Fig. 1: run 1, floorplan with the power grid
Scale: 8 px per um. Pins as bars on the die edge. Tap cells in gray.
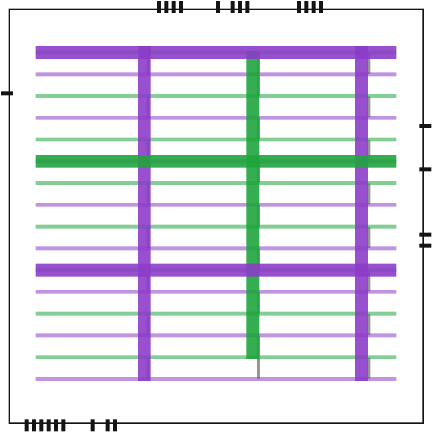
Fig. 2: run 1, the metal 2 layer
Scale: 6 px per um.
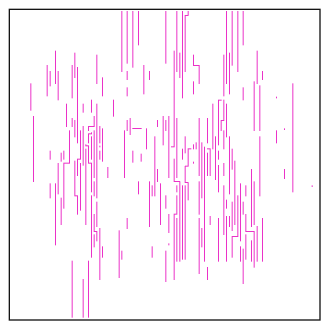
Fig. 3: run 1, clock wiring as the flow saved it
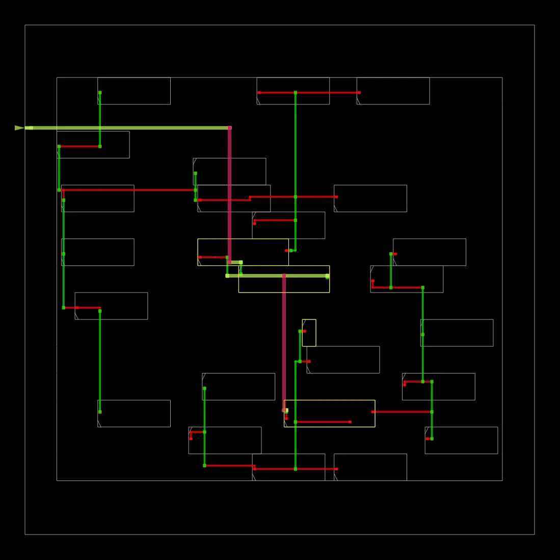
Fig. 4: run 1, metal 3
Scale: 6 px per um. Cells faint in the background.
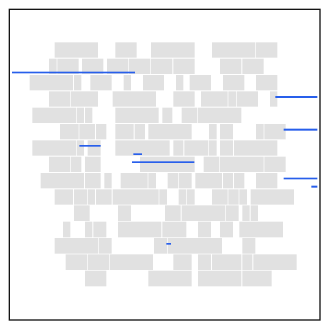
Design counter_cmd_gen_flat, sky130hd; sources not shown.
==> results.cfg, run 1 <==
; implementation run metrics
[run_status]
status = finished clean

[global_routing]
grt_antenna_before_repair = 0
grt_overflow = 0
gr-usage-all-layers_pct = 15.4

[route]
dr_wl_met3_um = 52
antenna_violating_nets_post_route = 0
routedWlPerCell_um = 12.7
drt_drc_violations_left = 0

[power]
power_frac_seq_pct = 36.5
power.switching_w = 0.000413
p_int_w = 0.000817

[worst_hold_path]
min_path_type = register to register

[timing]
timing.clock.skew_ns = 0.00301
finalHoldViolCount = 0
max_slew.worst_pin.slew_ns = 0.600
layout_worst_path_cycle_share_pct = 75.9
period_needed_ns = 1.82

[critical_path]
critPathCaptureType = register
worstRegToRegCells = 7
worstPathBufferInverterCount = 3
delay_heaviest_family_cp = simple AND/OR/NAND/NOR gates
ff2ff_setup_slack_ns = 0.58
timing.setup.critical_path_class = register to register
worstPathRequired_ns = 2.60
cp.depth = 7
critPathMaxFanout = 9

[floorplanning]
fp_density_pct = 51.9
chip_area_um2 = 2660

[final_layout]
multi_input_comb_area_um2 = 477
final.fill_count = 157
insertedDiodeCount = 0

[logic_synthesis]
top_cell = dfxtp_1
edf_count = 0
post-synth-top-area-fraction_pct = 46.1
synth.yosys.seq_area_share_pct = 46.1
cells_yosys = 97
syn-cell-area_um2 = 955

[run]
tool_warnings = 33

[clocking]
cts_inserted_buffers = 3
htree_num_levels = 1
cts.repair_timing.setup_buffer_count = 0
postCtsResizedCells = 0

[place]
place_congestion = 0.767
detailed_place.area_um2 = 1170
About Fig. 1:
- green: VDD
- purple: VSS
- signal pins: 26
- met5 straps: 3
- met4 straps: 3
maximum vdd drop: 0.585 mV
vertical die size: 51.6 um
Die Wd: 51.6 um
core outline area: 1840 um^2

About Fig. 2:
- wire length on this layer: 925 um
- main direction: vertical
- nets with wire on the layer: 116
- longest straight run: 19.0 um
- share of all routed wire: 51%
total wire length: 1830 um
DR vias: 764

About Fig. 3:
power drawn by the clock network: 0.000344 W
number of sequential cells: 22

About Fig. 4:
- wire length on this layer: 52.9 um
- nets with wire on the layer: 7
- share of all routed wire: 2.9%
- longest straight run: 20.2 um
met3 routing resource usage after global routing: 4.30%

-- run 1: power by group through the flow --
stage | Sequential, W | Clock [W] | Combinational (W)
2_1_floorplan | 0.000477 | 0 | 0.000309
3_3_place_gp | 0.000454 | 0 | 0.000418
3_5_place_dp | 0.000456 | 0 | 0.000432
4_1_cts | 0.000448 | 0.000351 | 0.000440
5_1_grt | 0.000457 | 0.000368 | 0.000487
6_report | 0.000449 | 0.000344 | 0.000437
-- run 1: metal layers --
metal / vias to the layer above / GRT usage (%)
met5: - / 0
li1: 388 / -
met1: 362 / 18.4
met3: 4 / 4.30
met4: 0 / 7.42
met2: 10 / 25.4
-- run 1: cell usage in the layout (no fill, tap or decap), types with 2 or more instances in the layout --
master,instances
dfxtp_1,22
nor3b_1,2
a311oi_1,2
nor2_1,9
nor2b_4,2
clkdlybuf4s50_1,18
nor2b_1,2
and2_1,7
nand2_1,5
clkbuf_1,2
clkbuf_16,3
nand3_1,2
a21oi_1,7
nand3b_1,3
ha_1,3
inv_1,5
mux2i_1,6
-- run 1: kinds of logic after synthesis --
logic type / after synthesis / synth area share [%]
flip-flops: 22 / 46.1
AND-OR/OR-AND: 16 / 13.6
multiplexers: 6 / 6.29
buffers and inverters: 9 / 3.93
adder cells (fa/ha/maj): 3 / 3.93
AND/OR/NAND/NOR: 41 / 26.1
-- run 1: area by class of cell --
cell class	instances	share of cell area (%)
well taps	25	2.51
clock inverters	1	0.302
plain buffers	3	1.21
multi-input cells	66	38.3
flip-flops and latches	22	35.4
clock buffers	3	6.03
repair buffers	18	14.5
inverters	6	1.81
-- run 1: per-stage QoR --
step / hold slack, ns / std cells / utilization (%) / setup slack, ns
after floorplan: 0.406 / 97 / - / 0.737
after CTS: 0.435 / 144 / 67.7 / 0.578
after global routing: 0.443 / 144 / 67.7 / 0.432
after detailed placement: 0.422 / 140 / 63.4 / 0.396
after global placement: 0.408 / 140 / 63.4 / 0.421
final: 0.429 / 144 / 67.7 / 0.578
Fig. 5: run 1, signal wires by layer
Scale: 8 px per um.
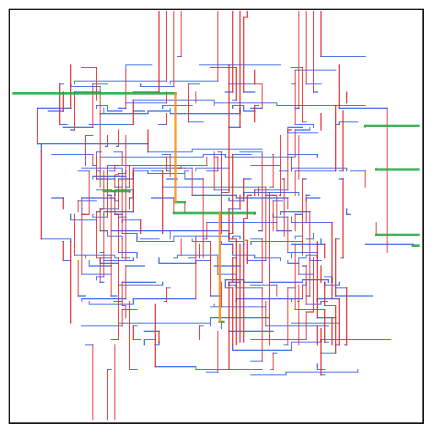

==> run 2, diff against run 1 <==
--- a/config.mk
+++ b/config.mk
@@ -6,11 +6,11 @@
 export NUM_CORES = 1
 export LEC_CHECK = 0
 export CORE_MARGIN = 3
-export CORE_UTILIZATION = 46
+export CORE_UTILIZATION = 41
 export CTS_BUF_LIST = sky130_fd_sc_hd__clkbuf_16
 export DETAILED_ROUTE_END_ITERATION = 7
 export GPL_TIMING_DRIVEN = 0
-export PLACE_DENSITY = 0.75
+export PLACE_DENSITY = 0.7
 export SLEW_MARGIN = 40
 export SYNTH_ARGS = -nofsm -noshare
 export SYNTH_HDL_FRONTEND = slang
==> constraint.sdc (replaced) <==
create_clock -name clk -period 1.5 [get_ports clk]
set_input_delay 0.225 -clock clk [delete_from_list [all_inputs] [get_ports clk]]
set_output_delay 0.225 -clock clk [all_outputs]
set_load 0.05 [all_outputs]
Fig. 6: run 2, signal wires by layer
Scale: 6 px per um.
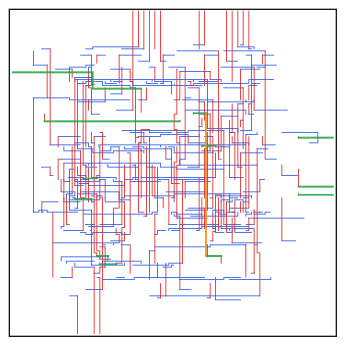
- red: metal 2 (wire length 1,090 um)
- orange: metal 4 (wire length 23.8 um)
- green: metal 3 (wire length 80.5 um)
- blue: metal 1 (wire length 926 um)
total wire length: 2120 um
Routed wire per std cell: 13.8 um
DR vias: 796
GR Util All Layers: 16.8%

Fig. 7: run 2, the metal 2 layer
Scale: 4 px per um.
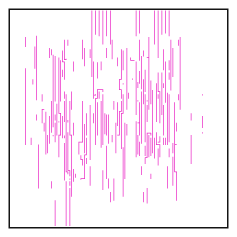
- wire length on this layer: 1,090 um
- share of all routed wire: 51%
- nets with wire on the layer: 125
- main direction: vertical
- longest straight run: 19.3 um
fraction of met2 tracks used by global routing: 26.7%

Fig. 8: run 2, clock wiring as the flow saved it
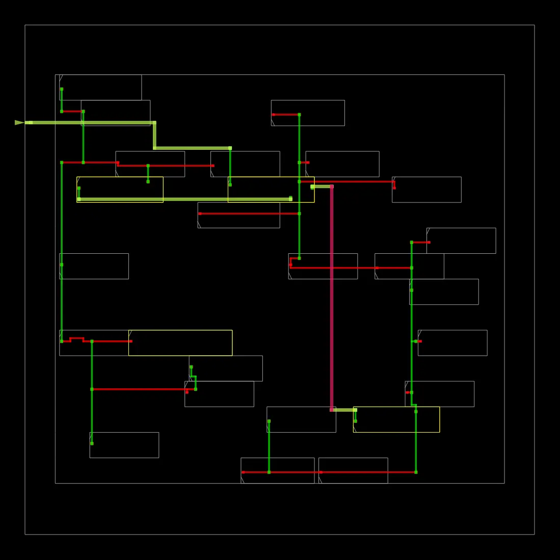
clock latency at the later pin of the worst-skew pair: 0.26 ns
count of clock-net buffers in the final layout: 3
TritonCTS Buffers: 3
power drawn by the clock network: 0.000740 W

==> results.cfg, run 2 <==
; implementation run metrics
[run_status]
status = complete, but fails checks
failing_checks = setup timing

[route]
antenna_violating_nets_post_route = 0

[run]
tool_warnings = 36

[global_routing]
grt_overflow = 0
grt_antenna_before_repair = 0

[timing]
setup_slack_ns = -0.110
setup_viol = 1
max_slew.worst_pin.slew_ns = 0.501
finalHoldViolCount = 0
period_needed_ns = 1.61

[final_layout]
layout_top_cell = dfxtp_1
layout.cells.most_common_list = dfxtp_1 (16), dlygate4sd2_1 (10), clkdlybuf4s50_1 (8), nor2_1 (8)

[floorplanning]
fp_density_pct = 45.9
die_h_um = 54.3
die-width_um = 54.3

[critical_path]
timing.setup.critical_path_class = register to register
ff2ff_setup_slack_ns = -0.11
worstRegToRegCells = 6
worstPathRequired_ns = 1.70

[power]
vdd_ir_drop_max_mv = 1.50
power.switching_w = 0.000840
power_frac_seq_pct = 29.1

[logic_synthesis]
top_cell = dfxtp_1
cells_yosys = 97

[place]
setup_slack_at_placement_ns = -0.507
detailed_place.area_um2 = 1170
place.detailed.instances = 142
run 2: cell types whose count changed in the layout (fill, tap and decap cells not counted), moves of 4 or more:
cell             delta
buf_4               +6
clkdlybuf4s50_1    -10
dfxtp_1             -6
dfxtp_2             +4
dlygate4sd2_1      +10
run 2: power groups by stage:
stage | Combinational, W | Clock, W | Sequential (W)
finish | 0.00110 | 0.000740 | 0.000755
global route | 0.00119 | 0.000793 | 0.000765
CTS | 0.00103 | 0.000759 | 0.000723
detailed placement | 0.000705 | 0 | 0.000735
global placement | 0.000692 | 0 | 0.000731
floorplan | 0.000512 | 0 | 0.000767
run 2: logic make-up after synthesis:
| family | after synthesis | share of synthesized area [%] |
|---|---|---|
| AND/OR/NAND/NOR | 41 | 26.1 |
| flip-flops | 22 | 46.1 |
| AND-OR/OR-AND | 16 | 13.6 |
| buffers and inverters | 9 | 3.93 |
| multiplexers | 6 | 6.29 |
| adder cells (fa/ha/maj) | 3 | 3.93 |
run 2: repair_timing:
action                                  CTS  global route
pin swaps                                 6             8
endpoints found under the hold margin     0             0
gates resized                            25            10
endpoints found under the setup margin   16             7
buffers inserted                          7             2
run 2: metrics by stage:
stage | TNS [ns] | hold slack (ns)
final | -0.110 | 0.426
after global routing | -0.421 | 0.444
after CTS | -0.0857 | 0.432
after detailed placement | -2.24 | 0.421
after global placement | -2.16 | 0.409
after floorplan | -0.118 | 0.339
run 2: layer usage:
metal | part of all wire (%) | vias up | track usage (%)
li1 | - | 397 | -
met1 | 44 | 379 | 20.2
met2 | 51 | 18 | 26.7
met3 | 3.8 | 2 | 6.54
met4 | 1.1 | 0 | 6.64
met5 | 0 | - | 0
run 2: layout make-up:
type / instances / area (um^2)
flip-flops and latches: 22 / 453
well taps: 27 / 33.8
fillers: 152 / 668
clock inverters: 1 / 30.0
multi-input cells: 66 / 549
plain buffers: 2 / 7.51
inverters: 6 / 22.5
clock buffers: 3 / 75.1
repair buffers: 27 / 243
run 2: worst max-delay path, delay by kind of cell, from the launching register on:
kind,cells,cell delay [ns]
buf+inv,2,0.11
simple gates,2,0.69
flops,1,0.34
compound gates,1,0.14
fa+ha+maj,1,0.28
Power and IR drop assume default switching activity.
